### src/rtl/dmem_port_arbiter.sv
// Two-port arbiter in front of a single-port synchronous dmem, with tagged read-data return.
// Define DMEM_ARB_RR_EN to swap fixed priority plus starvation guard for round-robin.
module dmem_port_arbiter #(
  parameter int unsigned ADDR_W       = 12,
  parameter int unsigned DATA_W       = 32,
  parameter int unsigned STARVE_LIMIT = 4
) (
  input  logic              clock,
  input  logic              reset,

  input  logic              p0_req,
  input  logic              p0_wren,
  input  logic [ADDR_W-1:0] p0_addr,
  input  logic [DATA_W-1:0] p0_data,
  output logic              p0_gnt,
  output logic              p0_rvalid,
  output logic [DATA_W-1:0] p0_q,

  input  logic              p1_req,
  input  logic              p1_wren,
  input  logic [ADDR_W-1:0] p1_addr,
  input  logic [DATA_W-1:0] p1_data,
  output logic              p1_gnt,
  output logic              p1_rvalid,
  output logic [DATA_W-1:0] p1_q,

  output logic [ADDR_W-1:0] mem_address,
  output logic [DATA_W-1:0] mem_data,
  output logic              mem_wren,
  input  logic [DATA_W-1:0] mem_q
);

  logic both_req;
  logic pick_p1;
  logic accept;

  assign both_req = p0_req & p1_req;

`ifdef DMEM_ARB_RR_EN
  logic last_winner_q, last_winner_d;

  always_comb begin
    pick_p1 = both_req ? ~last_winner_q : p1_req;
  end

  always_comb begin
    last_winner_d = last_winner_q;
    if (accept) begin
      last_winner_d = p1_gnt;
    end
  end

  // Resets to port 1 so that port 0 wins the first conflict.
  always_ff @(posedge clock) begin
    if (!reset) begin
      last_winner_q <= 1'b1;
    end else begin
      last_winner_q <= last_winner_d;
    end
  end
`else
  localparam logic [3:0] StarveMax = 4'(STARVE_LIMIT);

  logic [3:0] starve_cnt_q, starve_cnt_d;

  always_comb begin
    pick_p1 = both_req ? (starve_cnt_q == StarveMax) : p1_req;
  end

  always_comb begin
    starve_cnt_d = 4'd0;
    if (p1_req && !p1_gnt) begin
      starve_cnt_d = (starve_cnt_q == StarveMax) ? starve_cnt_q : starve_cnt_q + 4'd1;
    end
  end

  always_ff @(posedge clock) begin
    if (!reset) begin
      starve_cnt_q <= 4'd0;
    end else begin
      starve_cnt_q <= starve_cnt_d;
    end
  end
`endif

  always_comb begin
    p0_gnt = reset & p0_req & ~pick_p1;
    p1_gnt = reset & p1_req & pick_p1;
    accept = p0_gnt | p1_gnt;
  end

  logic [ADDR_W-1:0] mem_address_q, mem_address_d;
  logic [DATA_W-1:0] mem_data_q, mem_data_d;
  logic              mem_wren_q, mem_wren_d;
  logic              rd1_vld_q, rd1_vld_d;
  logic              rd1_port_q, rd1_port_d;
  logic              rd2_vld_q, rd2_vld_d;
  logic              rd2_port_q, rd2_port_d;
  logic              p0_rvalid_q, p0_rvalid_d;
  logic              p1_rvalid_q, p1_rvalid_d;
  logic [DATA_W-1:0] p0_rdata_q, p0_rdata_d;
  logic [DATA_W-1:0] p1_rdata_q, p1_rdata_d;

  always_comb begin
    mem_address_d = mem_address_q;
    mem_data_d    = mem_data_q;
    mem_wren_d    = 1'b0;
    if (p1_gnt) begin
      mem_address_d = p1_addr;
      mem_data_d    = p1_data;
      mem_wren_d    = p1_wren;
    end else if (p0_gnt) begin
      mem_address_d = p0_addr;
      mem_data_d    = p0_data;
      mem_wren_d    = p0_wren;
    end
  end

  // Tag travels two stages so it lines up with mem_q for the command it belongs to.
  always_comb begin
    rd1_vld_d   = accept & ~mem_wren_d;
    rd1_port_d  = p1_gnt;
    rd2_vld_d   = rd1_vld_q;
    rd2_port_d  = rd1_port_q;
    p0_rvalid_d = rd2_vld_q & ~rd2_port_q;
    p1_rvalid_d = rd2_vld_q & rd2_port_q;
    p0_rdata_d  = p0_rvalid_d ? mem_q : p0_rdata_q;
    p1_rdata_d  = p1_rvalid_d ? mem_q : p1_rdata_q;
  end

  always_ff @(posedge clock) begin
    if (!reset) begin
      mem_address_q <= '0;
      mem_data_q    <= '0;
      mem_wren_q    <= 1'b0;
      rd1_vld_q     <= 1'b0;
      rd1_port_q    <= 1'b0;
      rd2_vld_q     <= 1'b0;
      rd2_port_q    <= 1'b0;
      p0_rvalid_q   <= 1'b0;
      p1_rvalid_q   <= 1'b0;
      p0_rdata_q    <= '0;
      p1_rdata_q    <= '0;
    end else begin
      mem_address_q <= mem_address_d;
      mem_data_q    <= mem_data_d;
      mem_wren_q    <= mem_wren_d;
      rd1_vld_q     <= rd1_vld_d;
      rd1_port_q    <= rd1_port_d;
      rd2_vld_q     <= rd2_vld_d;
      rd2_port_q    <= rd2_port_d;
      p0_rvalid_q   <= p0_rvalid_d;
      p1_rvalid_q   <= p1_rvalid_d;
      p0_rdata_q    <= p0_rdata_d;
      p1_rdata_q    <= p1_rdata_d;
    end
  end

  assign mem_address = mem_address_q;
  assign mem_data    = mem_data_q;
  assign mem_wren    = mem_wren_q;
  assign p0_rvalid   = p0_rvalid_q;
  assign p1_rvalid   = p1_rvalid_q;
  assign p0_q        = p0_rdata_q;
  assign p1_q        = p1_rdata_q;

endmodule

### config.mk
export PLATFORM = sky130hd
export DESIGN_NAME = dmem_port_arbiter
export DESIGN_NICKNAME = d
export VERILOG_FILES = /design/src/rtl/dmem_port_arbiter.sv
export SDC_FILE = /design/constraint.sdc
export NUM_CORES = 1
export LEC_CHECK = 0
export ABC_AREA = 1
export CAP_MARGIN = 0
export CORE_MARGIN = 2
export CORE_UTILIZATION = 45
export CTS_BUF_LIST = sky130_fd_sc_hd__clkbuf_16
export DETAILED_ROUTE_END_ITERATION = 16
export DONT_BUFFER_PORTS = 1
export GPL_TIMING_DRIVEN = 0
export PLACE_DENSITY_LB_ADDON = 0.3
export SYNTH_ARGS = -nofsm -noshare
export SYNTH_HDL_FRONTEND = slang
export SYNTH_SLANG_ARGS = --single-unit
### constraint.sdc
create_clock -name clock -period 4.02 [get_ports clock]
set_input_delay 0.804 -clock clock [delete_from_list [all_inputs] [get_ports clock]]
set_output_delay 0.804 -clock clock [all_outputs]
set_load 0.005 [all_outputs]
placement.png
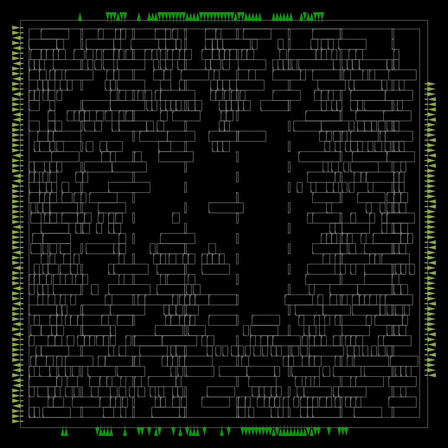
core footprint: 10700 um2
flop count: 119
Util after Layout: 52.5%
sequential cell area share: 42.2%

metal_density.png
Scale: 3 px per um. The die is cut into 22 by 22 equal tiles; dark blue is low, red is high, scaled to the fullest tile. Values are wire area over tile area, all layers added.
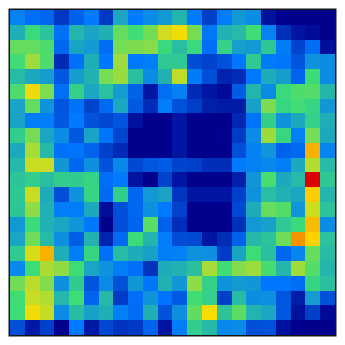
fullest tile = 0.64
mean over tiles = 0.20
tiles over half the peak = 16%
emptiest ninth of the die = center
WL final: 13.7 mm
GRT Overall Usage: 23.1%
DR WL/cell: 16.1 um
vias: 4420

==> deck_impl_summary.md <==
Physical Implementation Snapshot

Synth
  • Synth area leader: dfxtp_1
  • Syn Area/Cell: 7.24 um2
  • Registers, synthesis: about 120
  • Simple share: 33.2%
  • Yosys top cell by instances: nor2_1
  • AO/OA Area Share: 8.48%
  • Post-synth EDFFs: 0
  • Synthesized cell area: 4900 um2
  • Nets at Floorplan: around 810
  • Synth top area cells: dfxtp_1 (49%), nor2_1 (12%), nand3_1 (8.4%)
  • Top logic cell family in the synthesized netlist: simple AND/OR/NAND/NOR gates
  • Synth Flop Type: dfxtp_1
  • Yosys cell count: slightly below 700
  • Synthesis Warnings: 0
  • Distinct cell type count after synthesis: 17
  • Mux share: 0%
  • Synth Instances: 677
  • Post-synthesis sequential area ratio: 48.6%
  • Adder share: 0.511%
  • Top cell area share: 48.6%
  • XOR Share, Synth: less than 1%
  • Yosys chip area: 4900 um2
  • Post-synth ARST share: 0%
  • Top cells by count, synth: nor2_1 (152), dfxtp_1 (119), nand2_1 (92)

Clock network
  • Reg clk slew, reported paths: 0.05 ns
  • Resize count post-CTS: 0
  • H-tree depth: 4
  • Clk sinks: 119
  • Late-Pin Clk Latency: roughly 0.41 ns
  • Number of setup buffers added after CTS: 0
  • Clk buf depth: 2
  • Hold_buf cts: 0
  • Root Buffer: clkbuf_16
  • CTS tree: done
  • CTS Buf Count: 17

Worst setup path
  • CP endpoint kind: primary output
  • Crit. Startpoint: starve_cnt_q[0]
  • Worst reg2reg setup slack: around 2.4 ns
  • FF-to-FF path depth: 10
  • Crit path kind: reg2out
  • Startpoint Class: flop
  • Critical path capture point: p1_gnt
  • Critical Path RT: approximately 3.2 ns
  • Capture point of the worst reg-to-reg path: mem_data[6]
  • Max FO, Critical Path: 10
  • Reg-to-Reg Start: starve_cnt_q[0]
  • Crit path arrival time: 1.67 ns

Layout
  • Logic gate fraction of the total cell area: 36.8%
  • Non-clock inverter count in the final layout: about 60
  • Layout area overhead: 15.2%
  • Layout net count: between 800 and 900
  • Non-clk buf share: 3.88%
  • Layout cells sized above 1: approximately 7.3%
  • Multi-input gate count: 452
  • Top Layout Cells: nor2_1 (152), dfxtp_1 (119), nand2_1 (92)
  • FF/Latch Area: ~2400 um2
  • Top cell excl fill/tap: nor2_1
  • FILL cells: around 1100
  • Ant. Diodes: 0
  • Clock-cell share of area: 10.1%
  • Fin area: 5640 um2
  • Layout clock buffer count: 17
  • Biggest Area Class: registers
  • Count of non-CTS buffers in the layout: 46
  • Logic area: 2070 um2

Final timing
  • Final Slew Violations: 0
  • Clk_skew: about 0.0049 ns
  • Setup TNS: 0 ns
  • Tightest Pin Transition: approximately 0.47 ns
  • Min Tclk post-route: 2.48 ns
  • Cycle use final: 61.6%
  • Final hold viol count: 0
  • Rel. slew slack: 68.3%
  • Fmax: about 400 MHz
  • Final setup vio count: 0
  • Unrepaired setup endpoints after global routing: false

Placed design
  • Hpwl dp: 10.3 mm
  • GPL Wtd Cong: 0.815
  • Port Buf Inserts: 0
  • Placement Cell Area: 5080 um2

Detailed routing
  • Wire length on met1: between 5 and 6 mm
  • Starting DRT DRC Count: 256
  • DR DRC count: 0
  • First drt pass iteration count: 4
  • Met3 Wirelength: 1.56 mm
  • Routed Antenna Nets: 0
  • Met2 WL: 6.72 mm
  • Max Used Layer: met4
  • Vias per inst: 5.21

Floorplan
  • Die width: 108 um
  • Rows: 38
  • Die area: about 12000 um2
  • Die height: 108 um
  • FP Util: 45.6%
  • Io pins: about 240
  • N_taps: 140

Status
  • Outcome: finished, final reports clean

Power and ir drop
  • Pleak: between 2 and 3 nW
  • Pwr dens: roughly 530 nW/um2
  • Worst vdd ir: 0.288 mV

Worst hold path
  • HP Class: reg2reg
  • WHS Path Cells: 2
  • Hold Path Sink: rd2_vld_q
  • Hold path startpoint: rd1_vld_q

GRT
  • First-pass GRT wire length: 21.0 mm
  • Met3 Track Usage GR: approximately a tenth
  • Vias in the first global route: 4290
  • Most used routing layer: met2
  • M2 GR Usage: between 40% and 50%
  • Largest net degree at the start of global routing: 17
  • Initial antenna violation count: 0
  • Met1 global-route usage: approximately 25%
  • Overflow after GRT: 0

Run
  • Tool Warnings: 27
  • Max-cap viol count: 0
worst max-delay path: stages (launching register included):
cell	delay, ns
dfxtp_1	0.39
inv_1	0.06
ha_1	0.22
nand3_2	0.11
nand2_2	0.14
nand2_2	0.10
buf_6	0.16
inv_1	0.08
per-stage QoR:
stage          worst slack, ns  total power [mW]  hold WS, ns  instances
5_1_grt                   1.43              3.13        0.429        848
2_1_floorplan             1.97              1.50        0.390        677
3_3_place_gp              1.83              1.56        0.400        817
6_report                  1.54              3.02        0.415        848
3_5_place_dp              1.81              1.57        0.402        817
4_1_cts                   1.51              3.04        0.417        848
power breakdown:
part	internal, mW	switching [mW]	leakage, nW	total [mW]
clock	0.952	0.518	0.287	1.47
sequential	1.26	0.0643	0.978	1.32
combinational	0.0794	0.145	1.37	0.224
total	2.29	0.726	2.64	3.02
Power is estimated from default activity; no workload was simulated.
